===== src/rtl/mem_arbiter.sv =====
// -----------------------------------------------------------------------------
// mem_arbiter
//   Shares one single-port RAM between instruction fetch (IF) and the
//   load/store port driven by inst_decode. Each granted request is registered
//   onto the mem_* outputs. The arbiter then waits for mem_ready_i and returns
//   read data or a write acknowledge as a one-cycle pulse. A one-cycle bubble
//   follows, and then the arbiter goes back to sampling requests.
//
//   pipeline_stall_o is a registered output. This avoids a combinational
//   loop through the decoder's stall gating.
//
// Optional feature (macro ARB_FAIR_EN)
//   When this macro is defined, a 3-bit starve counter counts consecutive LS
//   grants made while IF was also requesting. When the count reaches
//   STARVE_LIMIT, IF is granted ahead of any LS request. Without the macro
//   the arbiter uses strict priority store > load > IF, and no counter is
//   built.
//
// Ports
//   clk, rst                      clock (rising edge), synchronous active-high reset
//   if_req_i/if_addr_i            IF read request and address
//   if_rdata_o/if_rvalid_o        IF read data and one-cycle valid pulse
//   ls_rd_req_i/ls_rd_addr_i      load request and address
//   ls_wr_req_i/ls_wr_addr_i      store request and address
//   ls_wr_data_i/ls_wr_en_i       store data (lane-aligned) and byte enables
//   ls_rdata_o/ls_rvalid_o        load data and one-cycle valid pulse
//   ls_wack_o                     store-complete pulse
//   mem_req_o/mem_we_o            RAM request (held until ready) and byte write enables
//   mem_addr_o/mem_wdata_o        RAM address and write data
//   mem_rdata_i/mem_ready_i       RAM read data and handshake
//   pipeline_stall_o              high while an LS access is in flight
// -----------------------------------------------------------------------------
//  state   | meaning
//  --------+---------------------------------------------------------------
//  IDLE    | sample requests, grant store > load > IF (fairness may override)
//  BUSY_IF | IF read outstanding, mem_* held until mem_ready_i
//  BUSY_LD | load outstanding, stall asserted
//  BUSY_ST | store outstanding, stall asserted
//  DONE    | one bubble cycle, request inputs ignored
// -----------------------------------------------------------------------------
module mem_arbiter #(
  parameter int ADDR_WIDTH   = 32,
  parameter int DATA_WIDTH   = 32,
  parameter int STARVE_LIMIT = 4
) (
  input  logic                  clk,
  input  logic                  rst,
  input  logic                  if_req_i,
  input  logic [ADDR_WIDTH-1:0] if_addr_i,
  output logic [DATA_WIDTH-1:0] if_rdata_o,
  output logic                  if_rvalid_o,
  input  logic                  ls_rd_req_i,
  input  logic [ADDR_WIDTH-1:0] ls_rd_addr_i,
  input  logic                  ls_wr_req_i,
  input  logic [ADDR_WIDTH-1:0] ls_wr_addr_i,
  input  logic [DATA_WIDTH-1:0] ls_wr_data_i,
  input  logic [3:0]            ls_wr_en_i,
  output logic [DATA_WIDTH-1:0] ls_rdata_o,
  output logic                  ls_rvalid_o,
  output logic                  ls_wack_o,
  output logic                  mem_req_o,
  output logic [3:0]            mem_we_o,
  output logic [ADDR_WIDTH-1:0] mem_addr_o,
  output logic [DATA_WIDTH-1:0] mem_wdata_o,
  input  logic [DATA_WIDTH-1:0] mem_rdata_i,
  input  logic                  mem_ready_i,
  output logic                  pipeline_stall_o
);

  typedef enum logic [2:0] {
    S_IDLE    = 3'd0,
    S_BUSY_IF = 3'd1,
    S_BUSY_LD = 3'd2,
    S_BUSY_ST = 3'd3,
    S_DONE    = 3'd4
  } state_t;

  state_t                r_state;
  state_t                w_state_nxt;
  logic                  w_mem_req_nxt;
  logic [3:0]            w_mem_we_nxt;
  logic [ADDR_WIDTH-1:0] w_mem_addr_nxt;
  logic [DATA_WIDTH-1:0] w_mem_wdata_nxt;
  logic [DATA_WIDTH-1:0] w_if_rdata_nxt;
  logic [DATA_WIDTH-1:0] w_ls_rdata_nxt;
  logic                  w_if_rvalid_nxt;
  logic                  w_ls_rvalid_nxt;
  logic                  w_ls_wack_nxt;
  logic                  w_stall_nxt;

  logic                  w_force_if;
  logic                  w_grant_st;
  logic                  w_grant_ld;
  logic                  w_grant_if;

`ifdef ARB_FAIR_EN
  logic [2:0] r_starve_cnt;
  logic [2:0] w_starve_cnt_nxt;

  assign w_force_if = if_req_i && (r_starve_cnt >= 3'(STARVE_LIMIT));

  // The counter only advances on IDLE-cycle grants. It saturates so that a
  // limit of 7 cannot wrap back to zero.
  always_comb begin
    w_starve_cnt_nxt = r_starve_cnt;
    if (r_state == S_IDLE) begin
      if (w_grant_if) begin
        w_starve_cnt_nxt = 3'd0;
      end else if (w_grant_st || w_grant_ld) begin
        if (if_req_i) begin
          w_starve_cnt_nxt = (r_starve_cnt == 3'd7) ? r_starve_cnt : r_starve_cnt + 3'd1;
        end else begin
          w_starve_cnt_nxt = 3'd0;
        end
      end
    end
  end

  always_ff @(posedge clk) begin
    if (rst) begin
      r_starve_cnt <= 3'd0;
    end else begin
      r_starve_cnt <= w_starve_cnt_nxt;
    end
  end
`else
  logic [2:0] w_unused_starve_limit;
  assign w_unused_starve_limit = 3'(STARVE_LIMIT);
  assign w_force_if = 1'b0;
`endif

  // A simultaneous load and store never comes from the decoder. If it does
  // happen, the store wins and the load is dropped.
  assign w_grant_st = ls_wr_req_i && !w_force_if;
  assign w_grant_ld = ls_rd_req_i && !ls_wr_req_i && !w_force_if;
  assign w_grant_if = if_req_i && !w_grant_st && !w_grant_ld;

  always_comb begin
    w_state_nxt     = r_state;
    w_mem_req_nxt   = mem_req_o;
    w_mem_we_nxt    = mem_we_o;
    w_mem_addr_nxt  = mem_addr_o;
    w_mem_wdata_nxt = mem_wdata_o;
    w_if_rdata_nxt  = if_rdata_o;
    w_ls_rdata_nxt  = ls_rdata_o;
    w_if_rvalid_nxt = 1'b0;
    w_ls_rvalid_nxt = 1'b0;
    w_ls_wack_nxt   = 1'b0;
    w_stall_nxt     = pipeline_stall_o;

    case (r_state)
      S_IDLE: begin
        if (w_grant_st) begin
          w_state_nxt     = S_BUSY_ST;
          w_mem_req_nxt   = 1'b1;
          w_mem_we_nxt    = ls_wr_en_i;
          w_mem_addr_nxt  = ls_wr_addr_i;
          w_mem_wdata_nxt = ls_wr_data_i;
          w_stall_nxt     = 1'b1;
        end else if (w_grant_ld) begin
          w_state_nxt     = S_BUSY_LD;
          w_mem_req_nxt   = 1'b1;
          w_mem_we_nxt    = 4'b0000;
          w_mem_addr_nxt  = ls_rd_addr_i;
          w_mem_wdata_nxt = '0;
          w_stall_nxt     = 1'b1;
        end else if (w_grant_if) begin
          w_state_nxt     = S_BUSY_IF;
          w_mem_req_nxt   = 1'b1;
          w_mem_we_nxt    = 4'b0000;
          w_mem_addr_nxt  = if_addr_i;
          w_mem_wdata_nxt = '0;
        end
      end

      S_BUSY_IF: begin
        if (mem_ready_i) begin
          w_state_nxt     = S_DONE;
          w_mem_req_nxt   = 1'b0;
          w_mem_we_nxt    = 4'b0000;
          w_if_rdata_nxt  = mem_rdata_i;
          w_if_rvalid_nxt = 1'b1;
          w_stall_nxt     = 1'b0;
        end
      end

      S_BUSY_LD: begin
        if (mem_ready_i) begin
          w_state_nxt     = S_DONE;
          w_mem_req_nxt   = 1'b0;
          w_mem_we_nxt    = 4'b0000;
          w_ls_rdata_nxt  = mem_rdata_i;
          w_ls_rvalid_nxt = 1'b1;
          w_stall_nxt     = 1'b0;
        end
      end

      S_BUSY_ST: begin
        if (mem_ready_i) begin
          w_state_nxt   = S_DONE;
          w_mem_req_nxt = 1'b0;
          w_mem_we_nxt  = 4'b0000;
          w_ls_wack_nxt = 1'b1;
          w_stall_nxt   = 1'b0;
        end
      end

      S_DONE: begin
        w_state_nxt = S_IDLE;
      end

      default: begin
        w_state_nxt = S_IDLE;
      end
    endcase
  end

  always_ff @(posedge clk) begin
    if (rst) begin
      r_state          <= S_IDLE;
      mem_req_o        <= 1'b0;
      mem_we_o         <= 4'b0000;
      mem_addr_o       <= '0;
      mem_wdata_o      <= '0;
      if_rdata_o       <= '0;
      ls_rdata_o       <= '0;
      if_rvalid_o      <= 1'b0;
      ls_rvalid_o      <= 1'b0;
      ls_wack_o        <= 1'b0;
      pipeline_stall_o <= 1'b0;
    end else begin
      r_state          <= w_state_nxt;
      mem_req_o        <= w_mem_req_nxt;
      mem_we_o         <= w_mem_we_nxt;
      mem_addr_o       <= w_mem_addr_nxt;
      mem_wdata_o      <= w_mem_wdata_nxt;
      if_rdata_o       <= w_if_rdata_nxt;
      ls_rdata_o       <= w_ls_rdata_nxt;
      if_rvalid_o      <= w_if_rvalid_nxt;
      ls_rvalid_o      <= w_ls_rvalid_nxt;
      ls_wack_o        <= w_ls_wack_nxt;
      pipeline_stall_o <= w_stall_nxt;
    end
  end

endmodule


===== config.mk =====
export PLATFORM = sky130hd
export DESIGN_NAME = mem_arbiter
export DESIGN_NICKNAME = d
export VERILOG_FILES = /design/src/rtl/mem_arbiter.sv
export SDC_FILE = /design/constraint.sdc
export NUM_CORES = 1
export LEC_CHECK = 0
export CORE_MARGIN = 3
export CORE_UTILIZATION = 35
export DETAILED_ROUTE_END_ITERATION = 10
export PLACE_DENSITY = 0.73
export SETUP_SLACK_MARGIN = 0.05
export SYNTH_ARGS = -nofsm -noshare
export SYNTH_HDL_FRONTEND = slang
export SYNTH_SLANG_ARGS = --single-unit

===== constraint.sdc =====
create_clock -name clk -period 3.05 [get_ports clk]
set_clock_uncertainty 0.1 [all_clocks]
set_input_delay 0.61 -clock clk [delete_from_list [all_inputs] [get_ports clk]]
set_output_delay 0.61 -clock clk [all_outputs]
set_load 0.03 [all_outputs]

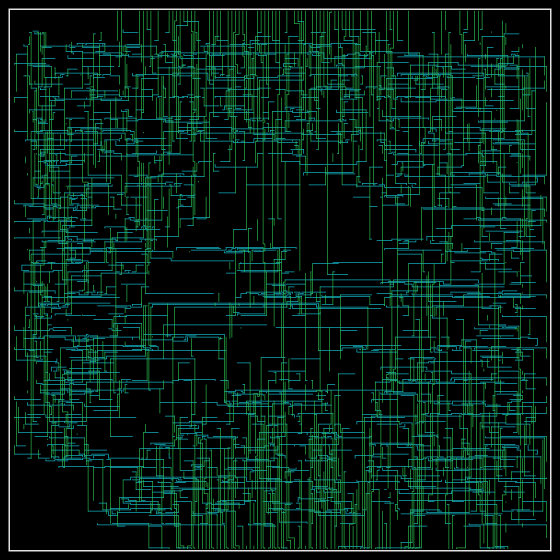
**Above:** signal wires by layer.
Only two layers are drawn.
Key: met1 = cyan [wire length 7,840 um]; met2 = green [wire length 9,880 um]
All-Layer GR Usage: 20.8%
WL/cell: 17.1 um
Post-Route WL: 19,900 um
via count: 5,584

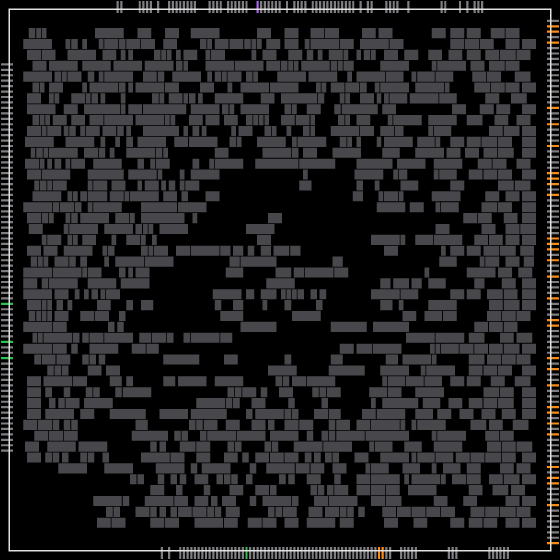
**Above:** I/O pins on the die edge.
Pins as bars across the die edge, other pins in grey.
Key: mem_ready_i = purple [pins 1, direction input, edge top]; ls_wr_addr_i = orange [pins 32, direction input, edge 30 right, 2 bottom]; mem_we_o = green [pins 4, direction output, edge 3 left, 1 bottom]
All pins by edge: 97 right, 74 bottom, 72 left, 64 top.
DIE HEIGHT: 135 um
DIE WIDTH: 135 um
Port-buffer cells: 306

==> flow_metrics.env <==
# implementation run metrics
export IMPL_cts_sinks=140
export IMPL_status="finished clean"
export IMPL_synth_top_cell_by_area="dfxtp_1"
export IMPL_synth_dominant_cell_count="nand2_1"
export IMPL_worstSetupEndpointType="flip-flop"
export IMPL_drtAntennaViolNets=0
export IMPL_cp_required_ns=3.30
export IMPL_wl_met1_um=7840
export IMPL_clockBufferCount=18
export IMPL_hold_path_class="flip-flop to flip-flop"
export IMPL_drcViolationCount=0
export IMPL_route_met2_wl_um=9880
export IMPL_synthDistinctLibCells=29
export IMPL_synthArstFlopShare_pct=0
export IMPL_irDropWorstVdd_mv=0.366
export IMPL_fillers=1383
export IMPL_grt_max_degree=59
export IMPL_busiest_layer="met2"
export IMPL_root_buffer="clkbuf_16"
export IMPL_syn_nets=829
export IMPL_post_route_period_util_pct=80.8
export IMPL_min_from="if_rdata_o[29]$_SDFFE_PP0P_"
export IMPL_hold_viol=0
export IMPL_r2r_cells=3
export IMPL_p_comb_mw=1.41
export IMPL_dp_slack_ns=0.322
export IMPL_place_congestion=0.754
export IMPL_initCoreUtil_pct=36.3
export IMPL_startpoint="r_state[2]$_SDFFE_PP0P_"
export IMPL_antenna_found_initial=0
export IMPL_path_cells="or3_4, nor2_4, o221a_2"
export IMPL_pg_clk_mw=2.24
export IMPL_crit_fanout=39
export IMPL_hpwl_um=13800
export IMPL_taps=216
export IMPL_cp_start_kind="flip-flop"
export IMPL_finalSetupTns_ns=0
export IMPL_p_leak_nw=3.40
export IMPL_pwr_share_comb_pct=24.7
export IMPL_critPathSlowestCell="nor2_4"
export IMPL_clockNetworkAreaShare_pct=6.69
export IMPL_synth_xor_area_share_pct=0
export IMPL_warnings=26
export IMPL_max_stage_delay_ns=0.90
[placed cells by master (no fill, tap or decap)]
master           count
clkdlybuf4s50_1    305
nand2_1            162
dfxtp_1            140
a21oi_1            103
nand3_1             36
o21ai_0             34
mux2_2              32
mux2i_1             32
o22ai_2             30
clkbuf_16           17
buf_4               10
o221ai_1             4
bufinv_16            4
inv_6                4
nor2_1               3
clkinv_4             3
nand4bb_1            2
o22ai_1              2
nor3_1               2
and4bb_2             1
nor3_4               1
nand2b_1             1
or3_4                1
nor3_2               1
nor4bb_4             1
inv_2                1
or3_2                1
inv_1                1
nor2_4               1
a211o_1              1
nand3b_1             1
nor3b_1              1
o221a_2              1
inv_8                1
clkinvlp_4           1
clkinv_2             1
clkbuf_8             1
buf_12               1
